### src/rtl/data_mem_arbiter.sv
// Shares the single data RAM port between the pipeline MEM stage and a debug/loader port.
// Pipeline has priority; a saturating defer counter forces a debug grant after MAX_DEFER pipe grants.
module data_mem_arbiter #(
  parameter int unsigned WAIT_STATES = 1,
  parameter int unsigned MAX_DEFER   = 4
) (
  input  logic        CLK,
  input  logic        CLR,
  input  logic        pipe_req,
  input  logic        pipe_rw,
  input  logic [1:0]  pipe_size,
  input  logic [7:0]  pipe_addr,
  input  logic [31:0] pipe_wdata,
  output logic [31:0] pipe_rdata,
  output logic        pipe_stall,
  input  logic        dbg_req,
  input  logic        dbg_rw,
  input  logic [1:0]  dbg_size,
  input  logic [7:0]  dbg_addr,
  input  logic [31:0] dbg_wdata,
  output logic        dbg_ack,
  output logic [31:0] dbg_rdata,
  output logic        mem_enable,
  output logic        mem_rw,
  output logic [1:0]  mem_size,
  output logic [7:0]  mem_addr,
  output logic [31:0] mem_wdata,
  input  logic [31:0] mem_rdata
);

  localparam int unsigned CNT_W = 4;
  localparam logic [CNT_W-1:0] WAIT_INIT = CNT_W'(WAIT_STATES);
  localparam logic [CNT_W-1:0] DEFER_MAX = CNT_W'(MAX_DEFER);

  typedef enum logic [1:0] {S_IDLE, S_ACCESS, S_DONE} state_t;

  typedef struct packed {
    logic        rw;
    logic [1:0]  size;
    logic [7:0]  addr;
    logic [31:0] wdata;
  } mem_req_t;

  state_t           state;
  logic             owner_dbg;
  mem_req_t         req_q;
  logic [CNT_W-1:0] wait_cnt;
  logic [CNT_W-1:0] defer_cnt;
  logic             grant_dbg_c;
  mem_req_t         sel_req_c;
  logic             in_access_c;

  // Pipe wins a tie unless debug has already been deferred MAX_DEFER times
  always_comb begin
    grant_dbg_c = dbg_req && (!pipe_req || (defer_cnt == DEFER_MAX));
    sel_req_c   = grant_dbg_c ? {dbg_rw, dbg_size, dbg_addr, dbg_wdata}
                              : {pipe_rw, pipe_size, pipe_addr, pipe_wdata};
  end

  always_ff @(posedge CLK or negedge CLR) begin
    if (!CLR) begin
      state      <= S_IDLE;
      owner_dbg  <= 1'b0;
      req_q      <= '0;
      wait_cnt   <= '0;
      defer_cnt  <= '0;
      pipe_rdata <= '0;
      dbg_rdata  <= '0;
    end else begin
      case (state)
        S_IDLE: begin
          if (pipe_req || dbg_req) begin
            owner_dbg <= grant_dbg_c;
            req_q     <= sel_req_c;
            wait_cnt  <= WAIT_INIT;
            state     <= S_ACCESS;
            if (grant_dbg_c) begin
              defer_cnt <= '0;
            end else if (dbg_req && (defer_cnt != DEFER_MAX)) begin
              defer_cnt <= defer_cnt + CNT_W'(1);
            end
          end
        end
        S_ACCESS: begin
          if (wait_cnt != '0) begin
            wait_cnt <= wait_cnt - CNT_W'(1);
          end else begin
            // Strobe cycle: reads land in the owner's data register, writes leave both untouched
            if (!req_q.rw) begin
              if (owner_dbg) dbg_rdata  <= mem_rdata;
              else           pipe_rdata <= mem_rdata;
            end
            state <= S_DONE;
          end
        end
        S_DONE:  state <= S_IDLE;
        default: state <= S_IDLE;
      endcase
    end
  end

  // Memory port is driven only while an access is in flight; strobe fires once per access
  always_comb begin
    in_access_c = (state == S_ACCESS);
    mem_enable  = in_access_c && (wait_cnt == '0);
    mem_rw      = in_access_c && req_q.rw;
    mem_size    = in_access_c ? req_q.size  : '0;
    mem_addr    = in_access_c ? req_q.addr  : '0;
    mem_wdata   = in_access_c ? req_q.wdata : '0;
    dbg_ack     = (state == S_DONE) && owner_dbg;
    pipe_stall  = pipe_req && !((state == S_DONE) && !owner_dbg);
  end

endmodule

### config.mk
export PLATFORM = sky130hd
export DESIGN_NAME = data_mem_arbiter
export DESIGN_NICKNAME = d
export VERILOG_FILES = /design/src/rtl/data_mem_arbiter.sv
export SDC_FILE = /design/constraint.sdc
export NUM_CORES = 1
export LEC_CHECK = 0
export CAP_MARGIN = 20
export CORE_UTILIZATION = 39
export CTS_CLUSTER_SIZE = 12
export DETAILED_ROUTE_END_ITERATION = 8
export PLACE_DENSITY = 0.87
export REMOVE_ABC_BUFFERS = 1
export SLEW_MARGIN = 5
export SYNTH_ARGS = -nofsm -noshare
export SYNTH_HDL_FRONTEND = slang
export SYNTH_SLANG_ARGS = --single-unit
export TNS_END_PERCENT = 10
### constraint.sdc
create_clock -name CLK -period 2.4 [get_ports CLK]
set_clock_uncertainty 0.1 [all_clocks]
set_input_delay 0.48 -clock CLK [delete_from_list [all_inputs] [get_ports CLK]]
set_output_delay 0.48 -clock CLK [all_outputs]
set_load 0.02 [all_outputs]
Routing congestion:
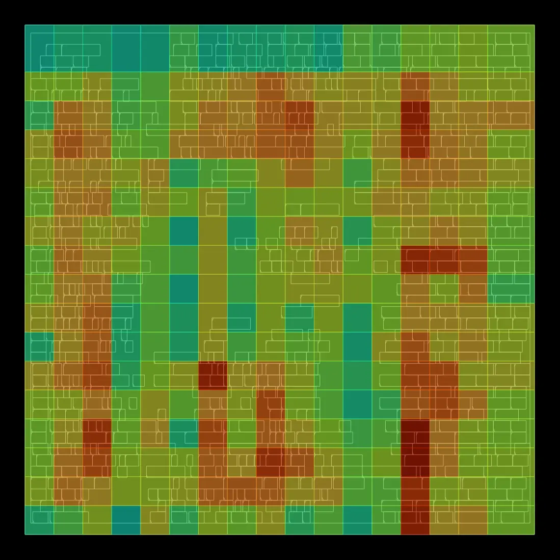
final core occ: 62.73%
GR Util met2: 37.68%

Clock network drawn from the DEF:
Drawn at 4 px/um.
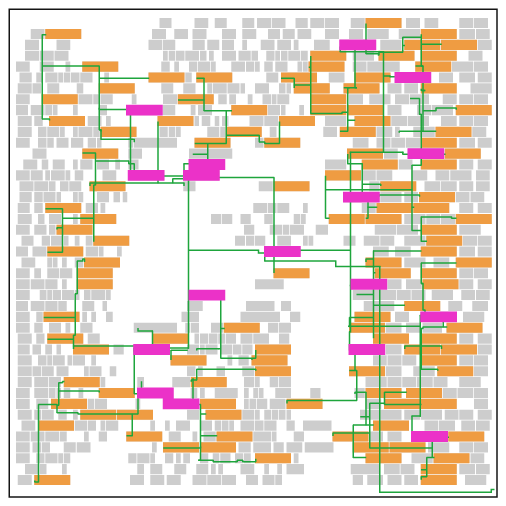
clock wires: in green, length 1570 um. clock-net drivers: in magenta, count 17. flip-flops: in orange, count 118.
Position of the flops: spread over the die. There are 18 routed clock nets.

Sequential cells colored by netlist name:
Drawn at 4 px/um. Other sequential cells in the stronger gray, the rest of the logic in the fainter gray.
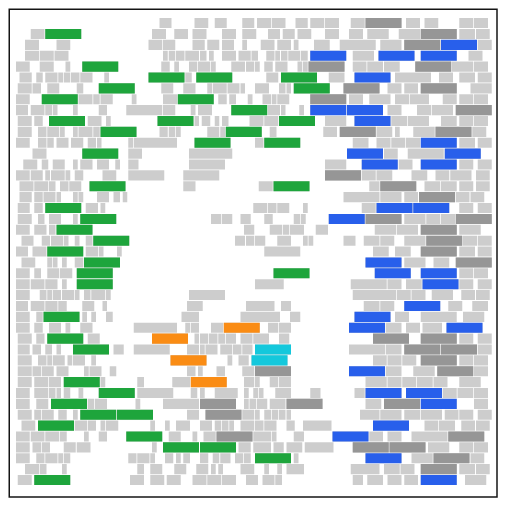
defer_cnt: in orange, sequential cells 4. dbg_rdata: in blue, sequential cells 32, where a vertical strip on the right. req_q: in green, sequential cells 43. state: in cyan, sequential cells 2.
Flop area: 2953 um^2
flop share of the area: 33.78%
Flop+latch power: 3.46 mW

==> ci_impl_report.md <==
## PnR job results

| Metric | Value |
|---|---|
| Grt ovf | 0 |
| GR met1 Demand/Resource | 27.61% |
| Area Overhead vs Synth | 56.71% |
| Crit path time final | 2.321 ns |
| Total CTS buffers | 17 |
| Yosys warnings | 0 |
| Yosys stat area | 5578 um^2 |
| GRT busiest layer | met2 |
| Vias per cell | 5.422 |
| Tool warnings | 27 |
| WS Path Type | reg -> out |
| Synth area leaders | dfrtp_1 (53%), mux2_4 (8.1%), mux2_2 (7.3%) |
| Layout cell share with drive strength beyond 1 | 17.43% |
| Most frequent logic cell in the layout | clkdlybuf4s50_1 |
| Slew headroom | 53.82% |
| Logic area | 2231 um^2 |
| Initial antenna violation count | 1 |
| CTS Sinks | 118 |
| First-pass GRT wire length | 25.51 mm |
| Syn Area/Cell | 11.16 um^2 |
| Post-DP Area | 8143 um^2 |
| Max_cap viols | 0 |
| Final Max Slew Viols | 0 |
| Mean routed wirelength per cell | 17.79 um |
| Routed WL | 16.36 mm |
| FMAX | 430.9 MHz |
| Min-Delay Path Class | reg -> reg |
| Slew @ Worst Pin | 0.6900 ns |
| Vias in the first global route | 4898 |
| Crit share post-route | 96.71% |
| Post-synth top area share | 52.94% |
| Number of cells in Yosys stat | 500 |
| Async SR Flop Fraction | 100.0% |
| Maximum VDD drop | 0.4849 mV |
| Mapped cell area | 5578 um^2 |
| Most common reg cell | dfrtp_1 |
| Cells after Synth | 500 |
| Initial DRC Count | 324 |
| Pwr dens | 1434 nW/um^2 |
| Port Buffers | 231 |
| Leak | 3.951 nW |
| Setup Viol. Count Final | 0 |
| Global-route track usage on met3 | 7.069% |
| Hold Vio Cnt, Final | 0 |
| Total Routing Usage GR | 22.83% |
| Worst path arrival time | 1.74 ns |
| Status | finished, final reports clean |
| Drt drc | 0 |
| Root Driver | clkbuf_16 |
| Top cells excl fill/tap | clkdlybuf4s50_1 (183), dfrtp_1 (118), inv_1 (51) |
| #FFs+latches synth | 118 |
| Die width | 121.6 um |
| Floorplan core density | 40.03% |
| Synth area leader | dfrtp_1 |
| Largest fanout on the critical path | 35 |
| Number of enable flip-flop cells | 0 |
| Largest net degree at the start of global routing | 64 |
| Startpoint Class | flip-flop |
| RSZ-0062 raised after global routing | no |
| Worst-path clk slew | 0.05 ns |
| Die H | 121.6 um |
| Die area | 14780 um^2 |
| CTS Buffer Depth | 2 |
Cells colored by class:
Drawn at 4 px/um. Fill, decap, tap and diode cells in gray.
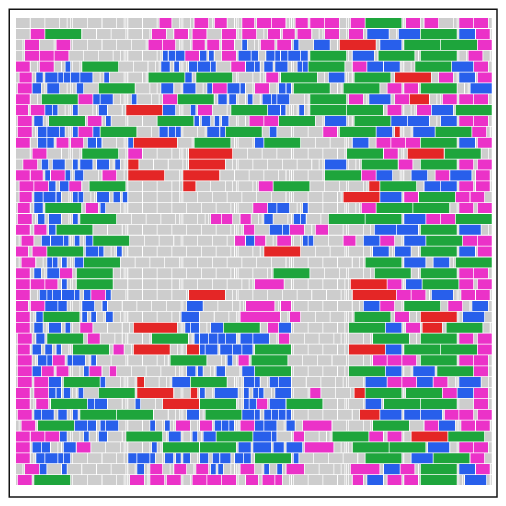
clock drivers and dummy loads: in red, cells 32, share of their area 7.5%. remaining buffers and delay cells: in magenta, cells 253, share of their area 29%. registers: in green, cells 118, share of their area 35%. remaining logic cells: in blue, cells 337, share of their area 28%.
final instance area: 8741 um^2
Core Region: 13930 um^2
Rows: 43

Supply network:
Drawn at 3 px/um. Pins as bars on the die edge.
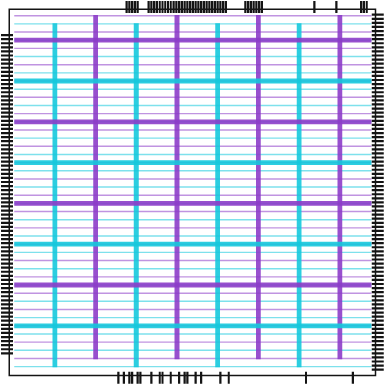
VDD: in purple. VSS: in cyan.
44 met1 rails follow the rows. 232 signal pins sit on the boundary. The core has 43 rows. 8 straps on met4. 8 straps on met5.

## Yosys cell counts, types with 3 or more instances
master and n:
inv_1 51, clkbuf_1 34, nor2_1 47, buf_1 6, nor3b_1 3, buf_12 3, nand4_1 45, mux2_4 30
nand2_1 5, nor3_1 3, dfrtp_1 118, nand3_1 44, mux2_2 36, ha_1 4, o221ai_1 43
## report_power, final
part           internal (mW)  total (mW)  switching (mW)
Clock                   1.82        2.73           0.910
Sequential              2.97        3.46           0.480
Combinational           2.97        6.35            3.37
## state kept, by name (all words and copies together) (netlist names)
signal	flops
dbg_rdata	32
req_q	43
pipe_rdata	32
state	2
owner_dbg	1
defer_cnt	4
wait_cnt	4
## per-stage QoR
stage,TNS [ns],hold slack (ns),total power [mW],setup slack (ns),instances
CTS,0,0.4066,12.61,0.008145,920
finish,0,0.4036,12.54,0.07902,920
floorplan,-125.22,0.08441,6.915,-2.320,455
global route,0,0.4155,13.24,0.0006349,920
global placement,0,0.3856,9.853,0.09649,886
detailed placement,0,0.3865,10.05,0.1132,887
## routing by layer
| metal | wire length, um | vias up |
|---|---|---|
| li1 | - | 2264 |
| met3 | 1447 | 36 |
| met4 | 376 | 0 |
| met1 | 6642 | 2443 |
| met2 | 7897 | 245 |
| met5 | 0 | - |
## cell type report
| type | instances | share of cell area, % |
|---|---|---|
| well taps | 180 | 2.577 |
| clock inverters | 11 | 1.947 |
| inverters | 51 | 2.190 |
| flip-flops and latches | 118 | 33.78 |
| clock buffers | 21 | 5.382 |
| multi-input cells | 286 | 25.52 |
| repair buffers | 253 | 28.60 |
## worst max-delay path, stage by stage (launching register included)
cell and delay, ns:
dfrtp_1 0.37, nand2b_2 0.18, buf_4 0.24, nor2_1 0.16, dlygate4sd2_1 0.37
## kinds of logic (layout without fill, tap and decap cells)
logic type,after synthesis,after routing,share of synthesized area [%]
AOI/OAI and AO/OA,55,55,8.255
adders and majority gates,4,4,0.8973
buffers and inverters,96,336,7.492
DFF,118,118,52.94
muxes,66,66,15.34
and+or+nand+nor,161,161,15.07
## final timing paths
check | start | endpoint | slack [ns] | cells past startpoint
worst max-delay path | state[1]$_DFFE_PN0P_ | mem_addr[7] | 0.08 | 4
worst min-delay path | dbg_rdata[29]$_DFFE_PN0P_ | dbg_rdata[29]$_DFFE_PN0P_ | 0.40 | 1
worst max register to register | wait_cnt[0]$_DFFE_PN0P_ | pipe_rdata[0]$_DFFE_PN0P_ | 0.13 | 6
worst min register to register | dbg_rdata[29]$_DFFE_PN0P_ | dbg_rdata[29]$_DFFE_PN0P_ | 0.40 | 1
max in group asynchronous | CLR | req_q[36]$_DFFE_PN0P_ | 0.97 | 3
min in group asynchronous | CLR | req_q[42]$_DFFE_PN0P_ | 0.53 | 2
## repair_timing
item	CTS	global route
hold buffers	1	0
setup buffers	0	0
cloned	0	0
resized	47	5
endpoints found under the setup margin	45	4
hold endpoints to repair	36	0
No activity file was given, so power comes from the tool's default toggle rates.
